==> config.mk <==
export PLATFORM = sky130hd
export DESIGN_NAME = decode_stage
export DESIGN_NICKNAME = d
export VERILOG_FILES = /design/src/rtl/decode_stage.sv
export SDC_FILE = /design/constraint.sdc
export NUM_CORES = 1
export LEC_CHECK = 0
export CAP_MARGIN = 20
export CORE_ASPECT_RATIO = 1.2
export CORE_MARGIN = 8
export CORE_UTILIZATION = 37
export DETAILED_ROUTE_END_ITERATION = 8
export GPL_TIMING_DRIVEN = 0
export MAX_ROUTING_LAYER = met4
export PLACE_DENSITY = 0.77
export SLEW_MARGIN = 40
export SYNTH_ARGS = -nofsm -noshare
export SYNTH_HDL_FRONTEND = slang
export SYNTH_SLANG_ARGS = --single-unit
export TNS_END_PERCENT = 30
==> constraint.sdc <==
create_clock -name clk -period 1.9 [get_ports clk]
set_input_delay 0.38 -clock clk [delete_from_list [all_inputs] [get_ports clk]]
set_output_delay 0.38 -clock clk [all_outputs]
set_load 0.02 [all_outputs]
==> src/rtl/decode_stage.sv <==
// decode_stage: RV32I instruction decode with a single ID/EX pipeline register.
// Decodes the fetched word, reads the register file combinationally, detects
// load-use hazards against the instruction currently held in ID/EX and
// inserts a bubble when one is found.
// Optional feature: define RV32M_EN to decode the M extension (OP with
// funct7=0000001) as a legal mul/div operation; otherwise it is illegal and
// ex_muldiv is constant 0.
module decode_stage #(
  parameter int XLEN = 32
) (
  input  logic            clk,
  input  logic            reset,
  // fetch side
  input  logic            if_valid,
  input  logic [31:0]     if_instr,
  input  logic [XLEN-1:0] if_pc,
  output logic            id_ready,
  // register file
  output logic [4:0]      rs1_addr,
  output logic [4:0]      rs2_addr,
  input  logic [XLEN-1:0] rs1_data,
  input  logic [XLEN-1:0] rs2_data,
  // pipeline control
  input  logic            flush,
  input  logic            ex_ready,
  // ID/EX slot
  output logic            ex_valid,
  output logic [XLEN-1:0] ex_pc,
  output logic [XLEN-1:0] ex_rs1_data,
  output logic [XLEN-1:0] ex_rs2_data,
  output logic [XLEN-1:0] ex_imm,
  output logic [4:0]      ex_rd,
  output logic [2:0]      ex_funct3,
  output logic [3:0]      ex_alu_op,
  output logic            ex_reg_wr,
  output logic            ex_mem_rd,
  output logic            ex_mem_wr,
  output logic            ex_branch,
  output logic            ex_jump,
  output logic            ex_alu_src_imm,
  output logic            ex_pc_src,
  output logic            ex_muldiv,
  output logic            ex_illegal
);

  localparam logic [6:0] OPC_LUI    = 7'b0110111;
  localparam logic [6:0] OPC_AUIPC  = 7'b0010111;
  localparam logic [6:0] OPC_JAL    = 7'b1101111;
  localparam logic [6:0] OPC_JALR   = 7'b1100111;
  localparam logic [6:0] OPC_BRANCH = 7'b1100011;
  localparam logic [6:0] OPC_LOAD   = 7'b0000011;
  localparam logic [6:0] OPC_STORE  = 7'b0100011;
  localparam logic [6:0] OPC_OPIMM  = 7'b0010011;
  localparam logic [6:0] OPC_OP     = 7'b0110011;
  localparam logic [6:0] OPC_MISC   = 7'b0001111;

  // Control bits travelling with the instruction; all zero in a bubble.
  // pc_src: ALU operand A is the PC (AUIPC, JAL).
  typedef struct packed {
    logic reg_wr;
    logic mem_rd;
    logic mem_wr;
    logic branch;
    logic jump;
    logic alu_src_imm;
    logic pc_src;
`ifdef RV32M_EN
    logic muldiv;
`endif
    logic illegal;
  } ctl_t;

  logic [6:0]      opcode;
  logic [4:0]      rd;
  logic [2:0]      funct3;
  logic [6:0]      funct7;
  logic [XLEN-1:0] imm_i, imm_s, imm_b, imm_u, imm_j;

  ctl_t            dec_ctl;
  logic [XLEN-1:0] dec_imm;
  logic [3:0]      dec_alu_op;
  logic            use_rs1, use_rs2;
  logic            hazard;

  ctl_t            ex_ctl;

  assign opcode   = if_instr[6:0];
  assign rd       = if_instr[11:7];
  assign funct3   = if_instr[14:12];
  assign funct7   = if_instr[31:25];
  assign rs1_addr = if_instr[19:15];
  assign rs2_addr = if_instr[24:20];

  // Sign-extended immediates for every format; B and J are halfword aligned.
  assign imm_i = {{(XLEN-12){if_instr[31]}}, if_instr[31:20]};
  assign imm_s = {{(XLEN-12){if_instr[31]}}, if_instr[31:25], if_instr[11:7]};
  assign imm_b = {{(XLEN-12){if_instr[31]}}, if_instr[7], if_instr[30:25],
                  if_instr[11:8], 1'b0};
  assign imm_u = {{(XLEN-31){if_instr[31]}}, if_instr[30:12], 12'b0};
  assign imm_j = {{(XLEN-20){if_instr[31]}}, if_instr[19:12], if_instr[20],
                  if_instr[30:21], 1'b0};

  // Opcode decode into control bits, immediate, ALU op and source usage.
  always_comb begin
    dec_ctl    = '0;
    dec_imm    = '0;
    dec_alu_op = 4'b0000;
    use_rs1    = 1'b1;
    use_rs2    = 1'b0;
    case (opcode)
      OPC_LUI: begin
        dec_ctl.reg_wr      = 1'b1;
        dec_ctl.alu_src_imm = 1'b1;
        dec_imm             = imm_u;
        use_rs1             = 1'b0;
      end
      OPC_AUIPC: begin
        dec_ctl.reg_wr      = 1'b1;
        dec_ctl.alu_src_imm = 1'b1;
        dec_ctl.pc_src      = 1'b1;
        dec_imm             = imm_u;
        use_rs1             = 1'b0;
      end
      OPC_JAL: begin
        dec_ctl.reg_wr      = 1'b1;
        dec_ctl.jump        = 1'b1;
        dec_ctl.alu_src_imm = 1'b1;
        dec_ctl.pc_src      = 1'b1;
        dec_imm             = imm_j;
        use_rs1             = 1'b0;
      end
      OPC_JALR: begin
        dec_ctl.reg_wr      = 1'b1;
        dec_ctl.jump        = 1'b1;
        dec_ctl.alu_src_imm = 1'b1;
        dec_imm             = imm_i;
      end
      OPC_BRANCH: begin
        dec_ctl.branch = 1'b1;
        dec_imm        = imm_b;
        use_rs2        = 1'b1;
      end
      OPC_LOAD: begin
        dec_ctl.reg_wr      = 1'b1;
        dec_ctl.mem_rd      = 1'b1;
        dec_ctl.alu_src_imm = 1'b1;
        dec_imm             = imm_i;
      end
      OPC_STORE: begin
        dec_ctl.mem_wr      = 1'b1;
        dec_ctl.alu_src_imm = 1'b1;
        dec_imm             = imm_s;
        use_rs2             = 1'b1;
      end
      OPC_OPIMM: begin
        dec_ctl.reg_wr      = 1'b1;
        dec_ctl.alu_src_imm = 1'b1;
        dec_imm             = imm_i;
        // instr[30] selects SRAI vs SRLI only; elsewhere it is immediate data
        dec_alu_op          = {(funct3 == 3'b101) & if_instr[30], funct3};
      end
      OPC_OP: begin
        use_rs2 = 1'b1;
        if (funct7 == 7'b0000001) begin
`ifdef RV32M_EN
          dec_ctl.reg_wr = 1'b1;
          dec_ctl.muldiv = 1'b1;
          dec_alu_op     = {1'b0, funct3};
`else
          dec_ctl.illegal = 1'b1;
`endif
        end else begin
          dec_ctl.reg_wr = 1'b1;
          dec_alu_op     = {if_instr[30], funct3};
        end
      end
      OPC_MISC: begin
        // FENCE retires as a NOP
      end
      default: begin
        dec_ctl.illegal = 1'b1;
      end
    endcase
    // writes to x0 are dropped at decode so later stages need no rd check
    if (rd == 5'd0) dec_ctl.reg_wr = 1'b0;
  end

  // Load-use: the load in ID/EX produces data the incoming instruction reads.
  assign hazard = if_valid & ex_valid & ex_mem_rd & (ex_rd != 5'd0) &
                  ((use_rs1 & (rs1_addr == ex_rd)) |
                   (use_rs2 & (rs2_addr == ex_rd)));

  assign id_ready = ex_ready & ~hazard;

  // ID/EX register: reset > flush > hold on stall > bubble on hazard > load.
  always_ff @(posedge clk) begin
    if (reset) begin
      ex_valid    <= 1'b0;
      ex_ctl      <= '0;
      ex_pc       <= '0;
      ex_rs1_data <= '0;
      ex_rs2_data <= '0;
      ex_imm      <= '0;
      ex_rd       <= '0;
      ex_funct3   <= '0;
      ex_alu_op   <= '0;
    end else if (flush) begin
      ex_valid <= 1'b0;
      ex_ctl   <= '0;
    end else if (!ex_ready) begin
      // execute is stalled: the slot holds as-is
    end else if (hazard) begin
      ex_valid <= 1'b0;
      ex_ctl   <= '0;
    end else begin
      ex_valid    <= if_valid;
      ex_ctl      <= if_valid ? dec_ctl : '0;
      ex_pc       <= if_pc;
      ex_rs1_data <= rs1_data;
      ex_rs2_data <= rs2_data;
      ex_imm      <= dec_imm;
      ex_rd       <= rd;
      ex_funct3   <= funct3;
      ex_alu_op   <= dec_alu_op;
    end
  end

  assign ex_reg_wr      = ex_ctl.reg_wr;
  assign ex_mem_rd      = ex_ctl.mem_rd;
  assign ex_mem_wr      = ex_ctl.mem_wr;
  assign ex_branch      = ex_ctl.branch;
  assign ex_jump        = ex_ctl.jump;
  assign ex_alu_src_imm = ex_ctl.alu_src_imm;
  assign ex_pc_src      = ex_ctl.pc_src;
  assign ex_illegal     = ex_ctl.illegal;
`ifdef RV32M_EN
  assign ex_muldiv      = ex_ctl.muldiv;
`else
  assign ex_muldiv      = 1'b0;
`endif

endmodule

Fig. 1: zoomed window
Window x 9 to 59, y 94 to 144 um. Cells in grey, sequential cells in the stronger grey; small squares are vias.
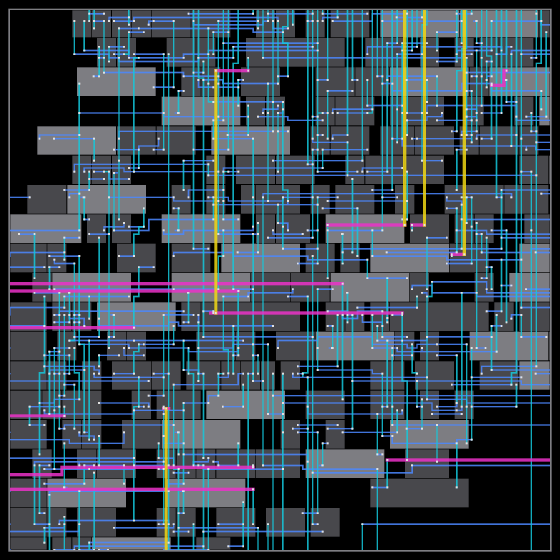
[yellow] M4
[magenta] M3
[cyan] M2
[blue] M1
cells with their middle in the window: 179
netlist names of flops here include: ex_rs2_data (19), ex_rs1_data (7)
sequential cells in the window: 27
most frequent: clkdlybuf4s50_1 (47), nand3_1 (29)

Fig. 2: register map, names as in the netlist
Other sequential cells in the stronger grey, the rest of the logic in the fainter grey.
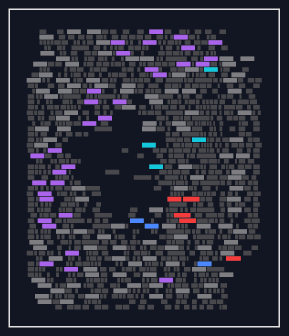
[purple] ex_rs1_data | placed flops: 32
[red] ex_rd | placed flops: 5
[blue] ex_funct3 | placed flops: 3
[cyan] ex_alu_op | placed flops: 4
not coloured: 105
Core Util, Final: 0.642
storage element area: 0.00300 sq mm
Seq. pwr: 0.00333 W
register share of the cell area: 0.278

Fig. 3: power grid
Pins as bars on the die edge.
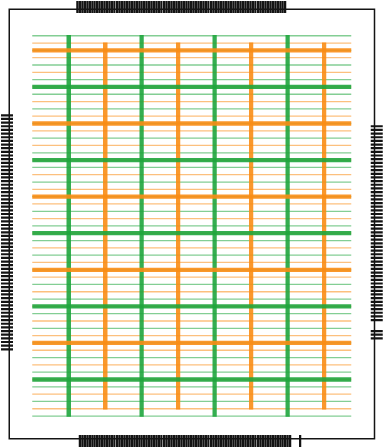
[orange] VDD
[green] VSS
rows: 52
signal pins: 294
met4 straps: 8
Core Region: 0.0168 sq mm
Die W: 135 um
die height: 159 um
peak supply drop: 0.494 mV

Fig. 4: clock routing
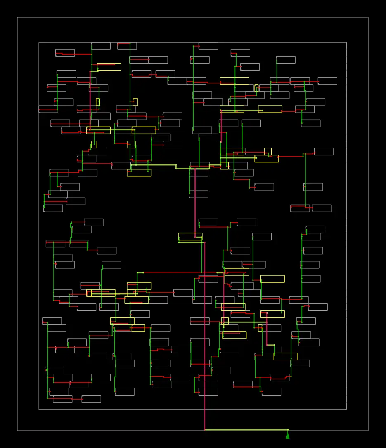
P_clk: 0.00335 W
Layout clock buffers: 23
worst skew pair latency: 420 ps
Sink Count: 149

Fig. 5: gate families picked out
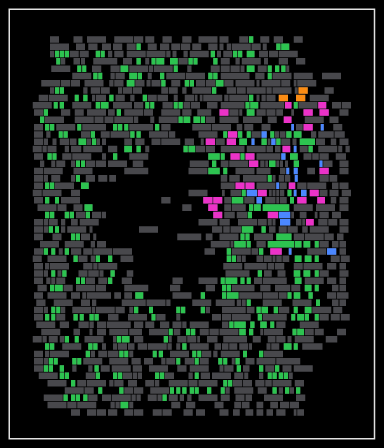
[magenta] non-inverting ao/oa cells | cells: 29
[blue] nor cells | cells: 20 | most used: nor2_1 | where: middle right
[green] aoi and oai cells | cells: 297 | most used: a21oi_1 | where: spread over the die
[orange] mux cells | cells: 3 | most used: mux2i_1
Layout Cells excl Fill: 1,304
combinational share of cell area: 0.286
most numerous logic cell after layout: clkdlybuf4s50_1

==> flow_summary.ini <==
; synthesis and place-and-route metrics
[outcome]
outcome = finished, violations left
violations = setup timing

[placed_design]
dp.cells = 1250
dp_hpwl_um = 19200
globalplace.congestion = 0.845
place_area_sq_mm = 0.00962

[route]
drt_wl_total_um = 26400
top_layer = met4
drc = 0
vias = 7154
first_pass_iters = 4
dr_wl_met2_um = 13200
wl_met1_um = 10400
ant_nets = 0
wl_met3_um = 1900
routedWlPerCell_um = 20.3

[setup_path]
reg2reg_depth = 10
crit_top_cell = buf_6
cp_max_fo = 2
crit_required_ps = 1520
crit_arrival_ps = 2000
worstReg2RegEnd = ex_imm[20]
startpoint = ex_rd[0]
max_stage_delay_ps = 550
critical_path.top_delay_family = simple AND/OR/NAND/NOR gates
slowest_stage = or4_4
r2r_setup_slack_ps = -410

[grt]
grt_util_met2 = 0.396
grtUsageMet3 = 0.0688
grt_use_met1 = 0.260
antenna_found_initial = 0
gr-usage-all-layers = 0.240

[clock_tree]
ctsHoldBuffers = 0
tritoncts = done
cts_buffer_depth = 2
h-tree-depth = 4
clkSlewWorstSetupHoldPaths_ps = 60
numCtsBuffers = 17

[synth]
yosysTopAreaCell = dfxtp_1
top_cell_area_share = 0.472
ys.flops = 149
ff_type = dfxtp_1
common_cells = a21oi_1 (149), dfxtp_1 (149), nand3_1 (111), o21ai_0 (96), buf_2 (40)
netlist_instances = 743
synthArstFlopShare = 0
simple_gate_share = 0.135
ys_cells = 743
yosysChipArea_sq_mm = 0.00632
top_cells_by_area = dfxtp_1 (47%), a21oi_1 (12%), nand3_1 (8.8%)
mux_share = 0.00475
xor_area_frac = 0.0139
yosysWarnings = 0
ys_seq_share = 0.472

[final_layout]
clk_share = 0.0545
ff_count = 149
final_area_sq_mm = 0.0108
logic_gates = 505
final_layout_size_suffix_gt1_frac = 0.167
layout_top_cells = clkdlybuf4s50_1 (269), a21oi_1 (148), dfxtp_1 (145), nand3_1 (107), o21ai_1 (68)
syn_to_final_growth_pct = 70.5
antenna_cells = 0
buf_share = 0.356
final_nets = 1208

[sta]
post-route-min-period_ps = 2380
setup_viol = 145
fin_tns_setup_ps = -43420
max_freq_mhz = 420
fin_ws_ps = -483
finalClockSkew_ps = 11.0
hold_viol_final = 0
finalClockPeriodUsage = 1.25
relSlewSlack = 0.511

[power]
maxPowerGroup = clock
seq_power_share = 0.404
pwr-share-comb = 0.190
power.switching_w = 0.00222

[worst_hold_path]
whs_endpoint = ex_imm[15]

[run]
cap_violations = 0

[floorplan]
fp-utilization = 0.377
num_tap_cells = 216
num_io_pins = 294
num_rows = 52
==> sequential cells by signal, summed over array words and instances (netlist names) <==
register and count:
ex_imm 32, ex_pc 32, ex_rs1_data 32, ex_rs2_data 32, ex_rd 5, ex_alu_op 4
ex_funct3 3, ex_alu_src_imm 1, ex_branch 1, ex_illegal 1, ex_jump 1, ex_mem_rd 1
ex_mem_wr 1, ex_pc_src 1, ex_reg_wr 1, ex_valid 1
==> repair_timing <==
action | in CTS | in global routing
pin swaps | 8 | 7
gates resized | 86 | 148
gates cloned | 1 | 3
buffers inserted | 10 | 9
setup endpoints to repair | 162 | 151
Power is estimated from default activity; no workload was simulated.
